`config.mk`:
```
export PLATFORM = sky130hd
export DESIGN_NAME = controlador_busca_multicanal
export DESIGN_NICKNAME = d
export VERILOG_FILES = /design/src/rtl/controlador_busca_multicanal.sv
export SDC_FILE = /design/constraint.sdc
export NUM_CORES = 1
export LEC_CHECK = 0
export CORE_MARGIN = 1.5
export CORE_UTILIZATION = 45
export CTS_CLUSTER_DIAMETER = 150
export DETAILED_ROUTE_END_ITERATION = 10
export PLACE_DENSITY = 0.85
export SYNTH_ARGS = -nofsm -noshare
export SYNTH_HDL_FRONTEND = slang
export SYNTH_SLANG_ARGS = --single-unit
```
`constraint.sdc`:
```
create_clock -name clk -period 8.8 [get_ports clk]
set_clock_uncertainty 0.1 [all_clocks]
set_input_delay 1.32 -clock clk [delete_from_list [all_inputs] [get_ports clk]]
set_output_delay 1.32 -clock clk [all_outputs]
set_load 0.01 [all_outputs]
```
`src/rtl/controlador_busca_multicanal.sv`:
```
// controlador_busca_multicanal: path-search controller FSM with masked parallel
// expansion channels, iteration limit, per-state watchdog, abort and error reporting.
module controlador_busca_multicanal #(
    parameter int N_EXP  = 4,
    parameter int ITER_W = 16,
    parameter int TMO_W  = 12
) (
    input  logic              clk,
    input  logic              rst_n,
    input  logic              iniciar_in,
    input  logic              abortar_in,
    input  logic [N_EXP-1:0]  cfg_canais_in,
    input  logic [ITER_W-1:0] cfg_max_iter_in,
    input  logic [TMO_W-1:0]  cfg_timeout_in,
    input  logic              tem_ativo_in,
    input  logic [N_EXP-1:0]  exp_ocupado_in,
    input  logic              caminho_pronto_in,
    input  logic              lido_in,
    output logic              aguardando_out,
    output logic              iniciar_out,
    output logic              tem_ativo_out,
    output logic [N_EXP-1:0]  expandir_out,
    output logic              construir_caminho_out,
    output logic              caminho_pronto_out,
    output logic              erro_out,
    output logic [1:0]        erro_codigo_out,
    output logic [ITER_W-1:0] iter_count_out
);
    typedef enum logic [2:0] {IDLE, INICIALIZAR, TEM_ATIVO, EXPANDIR, CONSTRUIR, PRONTO, ERRO} estado_t;

    estado_t           r_estado, w_prox;
    logic [N_EXP-1:0]  r_mask;
    logic [ITER_W-1:0] r_iter;
    logic [TMO_W-1:0]  r_wdog;
    logic [1:0]        r_erro, w_erro;
    logic              w_inicio, w_tmo, w_conta;

    assign w_inicio = iniciar_in && !abortar_in;
    assign w_tmo    = (cfg_timeout_in != '0) && (r_wdog == cfg_timeout_in - TMO_W'(1));
    assign w_conta  = (r_estado == INICIALIZAR) || (r_estado == EXPANDIR) || (r_estado == CONSTRUIR);

    always_comb begin
        w_prox = r_estado;
        w_erro = r_erro;
        case (r_estado)
            INICIALIZAR:
                if (tem_ativo_in) w_prox = TEM_ATIVO;
                else if (w_tmo) begin w_prox = ERRO; w_erro = 2'b10; end
            TEM_ATIVO:
                if (!tem_ativo_in) w_prox = CONSTRUIR;
                else if (cfg_max_iter_in != '0 && r_iter == cfg_max_iter_in) begin w_prox = ERRO; w_erro = 2'b01; end
                else w_prox = EXPANDIR;
            // a zero watchdog count marks the first cycle in EXPANDIR, where the exit is not yet allowed
            EXPANDIR:
                if (r_wdog != '0 && (exp_ocupado_in & r_mask) == '0) w_prox = TEM_ATIVO;
                else if (w_tmo) begin w_prox = ERRO; w_erro = 2'b10; end
            CONSTRUIR:
                if (caminho_pronto_in) w_prox = PRONTO;
                else if (w_tmo) begin w_prox = ERRO; w_erro = 2'b10; end
            PRONTO, ERRO:
                if (lido_in) w_prox = IDLE;
            default: w_prox = r_estado;
        endcase
        if (abortar_in) begin
            w_prox = IDLE;
            w_erro = r_erro;
        end else if (iniciar_in) begin
            w_prox = INICIALIZAR;
            w_erro = 2'b00;
        end
    end

    always_ff @(posedge clk or negedge rst_n) begin
        if (!rst_n) begin
            r_estado <= IDLE;
            r_mask   <= '0;
            r_iter   <= '0;
            r_wdog   <= '0;
            r_erro   <= 2'b00;
        end else begin
            r_estado <= w_prox;
            r_erro   <= w_erro;
            if (w_inicio) r_mask <= (cfg_canais_in == '0) ? '1 : cfg_canais_in;
            r_iter <= w_inicio ? '0 :
                      (r_estado == TEM_ATIVO && w_prox == EXPANDIR && !(&r_iter)) ? r_iter + ITER_W'(1) : r_iter;
            r_wdog <= (w_inicio || w_prox != r_estado || !w_conta) ? '0 :
                      (&r_wdog) ? r_wdog : r_wdog + TMO_W'(1);
        end
    end

    assign aguardando_out        = (r_estado == IDLE);
    assign iniciar_out           = (r_estado == INICIALIZAR);
    assign tem_ativo_out         = (r_estado == TEM_ATIVO);
    assign expandir_out          = (r_estado == EXPANDIR) ? r_mask : '0;
    assign construir_caminho_out = (r_estado == CONSTRUIR);
    assign caminho_pronto_out    = (r_estado == PRONTO);
    assign erro_out              = (r_estado == ERRO);
    assign erro_codigo_out       = r_erro;
    assign iter_count_out        = r_iter;
endmodule
```
Figure 1. Clock routing (run 1).
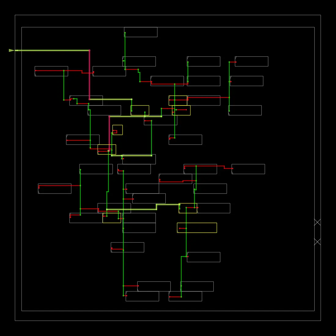
CLK BUF: 6
clk sink count: 37
Clk power: 156 µW
clock latency on the worst-skew pair: 0.29 ns

Figure 2. M3 wires (run 1).
Scale bar: 20 µm.
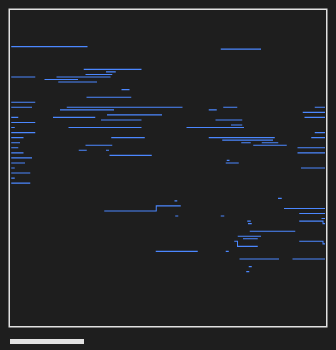
68 nets have wire on it. The wires run mostly horizontal. The layer holds 6.5% of the routed length.

==> results.yml, run 1 <==
# yosys + openroad results
synth:
  synth-area-yosys_um2: 3030
  logic_family: "simple AND/OR/NAND/NOR gates"
  ys_dominant_reg_cell: "dfrtp_1"
  yosys_warnings: 0
  yosys.stat.seqShare: 0.306
  fa_ha_area_frac: 0.0165
  largest_area_cell: "dfrtp_1"
  common_cells: "nand2_1, dfrtp_1, nor2_1, nor3_1, xnor2_1"
  ys_top_cells_by_area: "dfrtp_1, xnor2_1, nand2_1"
  top_cell_area_share: 0.306
  syn_avg_cell_area_um2: 8.15
  ys_ff: 37
  synth_simple_gate_area_share: 0.331
  synth.most_common_cell: "nand2_1"
finish:
  comb_area_frac: 0.508
  nNetsFinal: 475
  inverters: 12
  clk_share: 0.0312
  area_share_nonclk_buffers: 0.183
  fillers: 537
  buffers: 71
  final_cell_mix: "clkdlybuf4s50_1, nand2_1, dfrtp_1"
  comb_cells: 301
  post-route-util: 0.599
  final_layout_size_suffix_gt1_frac: 0.0583
  largest_cell_class: "combinational gates"
  flop_area_um2: 926
  stdcell_count: 506
  largest_reg_flops: 16
timing:
  setup_viol: 0
  hold_viol_final: 0
  hold_slack_ns: 0.407
  rsz0062_at_grt: "false"
  finalWorstSetupSlack_ns: 4.07
  slew_headroom: 0.413
  tightest_slew_ns: 0.880
  fin_crit_ns: 4.73
  fin_crit_sh: 0.538
placement:
  placed_area_um2: 3720
  port_buffers: 70
  gp_congestion: 0.875
critical_path:
  cp.required_ns: 8.88
  cp_cell_sequence: "clkdlybuf4s50_1 > or4_4 > nor4_1 > a211oi_1 > a2111oi_4 > a31oi_4 > nor3_4 > a31oi_1 > a41o_1"
  startpoint: "cfg_timeout_in[3]"
  endpoint: "iter_count_out[11]"
  critPathTopFamily: "simple AND/OR/NAND/NOR gates"
  reg2reg_to: "iter_count_out[11]"
  r2r-start: "r_wdog[6]"
  worstPathArrival_ns: 4.81
  startpoint_type: "primary input"
  worst-path-stages: 9
  critPathSlowestCell: "nor3_4"
  path_max_fanout: 21
  r2r_setup_slack_ns: 5.49
grt:
  met3_usage: 0.0370
  track_usage: 0.231
  grt_pass1_wl_um: 13900
  grt_util_met1: 0.313
  gr-max-usage-layer: "met2"
power_and_ir_drop:
  seq_power_share: 0.429
  p_clk_frac: 0.374
  seq_power_uw: 179
  p_switching_uw: 113
  switching_share: 0.270
  ir_drop_mv: 0.0756
  power_uw: 417
  p_leak_nw: 1.53
  comb_power_share: 0.197
  comb-power_uw: 82.1
clocking:
  cts_made_buffers: 5
  post-cts-setup-buffers: 0
  cts_root_buf: "clkbuf_8"
  htree_levels: 2
route:
  wl_met1_um: 3570
  met2WireLength_um: 3880
  drt-wirelength-per-cell_um: 16.0
  num_vias: 3071
  wl_um: 8100
  drc: 2
  firstDrtPassIters: 7
  route.met3.wl_um: 529
  drt-initial-drc-count: 191
die:
  io_pins: 71
  well_tap_count: 77
  rows: 29
  fp-utilization: 0.471
  die_h_um: 85.0
  dieArea_um2: 7220
outcome:
  violations: "design-rule violations"
  outcome: "complete, but fails checks"
worst_hold_path:
  holdPathStages: 2
  min_to: "r_mask[3]"
job:
  maxCapViolations: 0
Figure 3. Met1 routing (run 1).
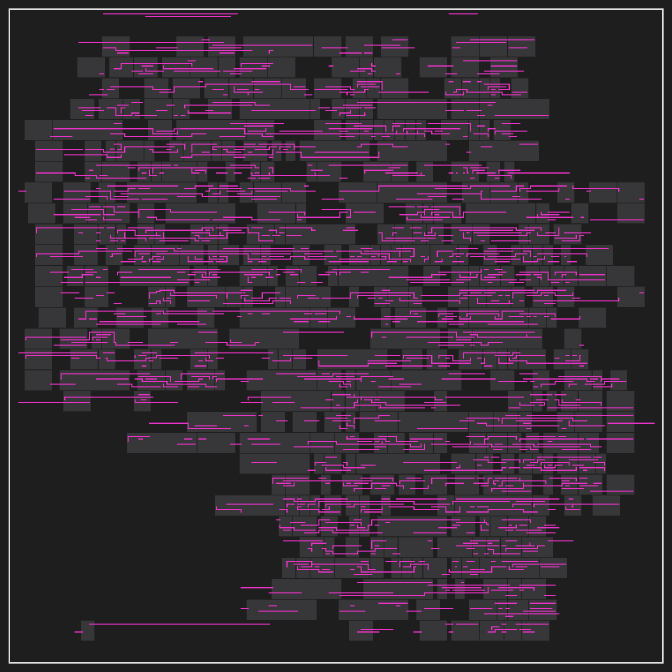
The layer carries 3570 µm of wire. The wires run mostly horizontal. The longest straight run is 23.5 µm. The layer holds 44% of the routed length. 425 nets have wire on it.

Figure 4. Met2 routing (run 1).
Scale bar: 20 µm.
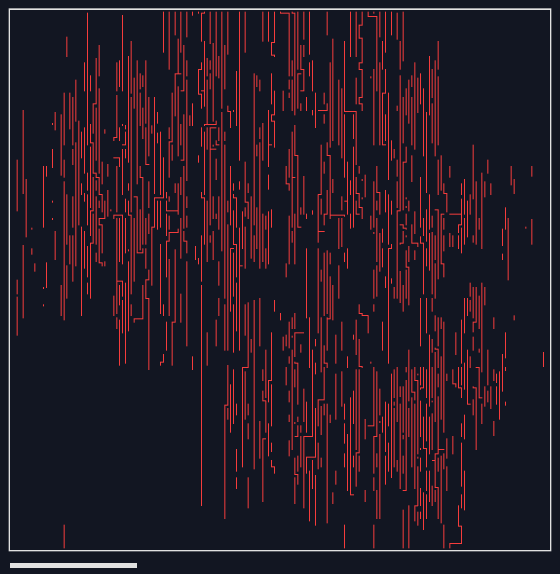
The longest straight run is 34.7 µm. The wires run mostly vertical. 420 nets have wire on it. The layer carries 3880 µm of wire. The layer holds 48% of the routed length.

==> inputs of run 2 (changes only) <==
Clock period 8.8 ns to 4.6 ns, I/O delays scaled along.
Figure 5. M3 wires (run 2).
Scale bar: 20 µm.
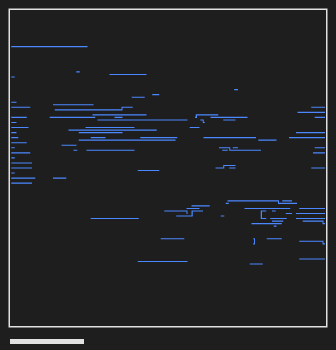
met3 global-route usage: 0.0311
Routed WL: 8160 µm

==> results.yml, run 2 <==
# yosys + openroad results
grt:
  grt_pass1_wl_um: 13800
  track_usage: 0.233
clocking:
  cts_made_buffers: 5
  htree_levels: 2
  cts_sinks: 37
  post-cts-setup-buffers: 0
  cts_root_buf: "clkbuf_8"
route:
  num_vias: 3060
  route.met3.wl_um: 546
  drc: 2
  drt-wirelength-per-cell_um: 16.1
  firstDrtPassIters: 8
  drt-initial-drc-count: 333
timing:
  setup_viol: 0
  rsz0062_at_grt: "false"
  tightest_slew_ns: 0.929
  hold_slack_ns: 0.391
  hold_viol_final: 0
  fin_crit_ns: 3.89
  fin_crit_sh: 0.845
  finalWorstSetupSlack_ns: 0.713
finish:
  comb_area_frac: 0.508
  flop_area_um2: 926
  final_cell_mix: "clkdlybuf4s50_1, nand2_1, dfrtp_1"
  final_layout_size_suffix_gt1_frac: 0.0581
  area_share_nonclk_buffers: 0.185
  post-route-util: 0.598
  largest_reg_flops: 16
  stdcell_count: 507
  comb_cells: 301
  nNetsFinal: 476
  largest_cell_class: "combinational gates"
  clk_share: 0.0290
  fillers: 592
critical_path:
  path_max_fanout: 12
  critPathSlowestCell: "or4_4"
  cp_cell_sequence: "clkdlybuf4s50_1 > or4_4 > nor4_2 > a211oi_1 > a2111oi_4 > a21boi_0 > o21bai_1 > mux2_2 > a2111oi_0"
  startpoint_type: "primary input"
  worstPathArrival_ns: 3.95
  worst-path-stages: 9
  cp.required_ns: 4.67
  r2r_setup_slack_ns: 1.49
  endpoint: "r_wdog[11]"
power_and_ir_drop:
  comb-power_uw: 158
  seq_power_uw: 342
  ir_drop_mv: 0.141
  comb_power_share: 0.202
  p_leak_nw: 1.53
  p_switching_uw: 214
  power_uw: 782
  seq_power_share: 0.437
  switching_share: 0.274
placement:
  gp_congestion: 0.878
synth:
  yosys.stat.seqShare: 0.306
  ys_dominant_reg_cell: "dfrtp_1"
  synth_simple_gate_area_share: 0.331
  top_cell_area_share: 0.306
  ys_ff: 37
  logic_family: "simple AND/OR/NAND/NOR gates"
  fa_ha_area_frac: 0.0165
  ys_top_cells_by_area: "dfrtp_1, xnor2_1, nand2_1"
  yosys_warnings: 0
  synth.most_common_cell: "nand2_1"
  synth-area-yosys_um2: 3030
outcome:
  violations: "design-rule violations"
  outcome: "complete, but fails checks"
die:
  well_tap_count: 77
  io_pins: 71
  rows: 29
  fp-utilization: 0.471
No activity file was given, so power comes from the tool's default toggle rates.
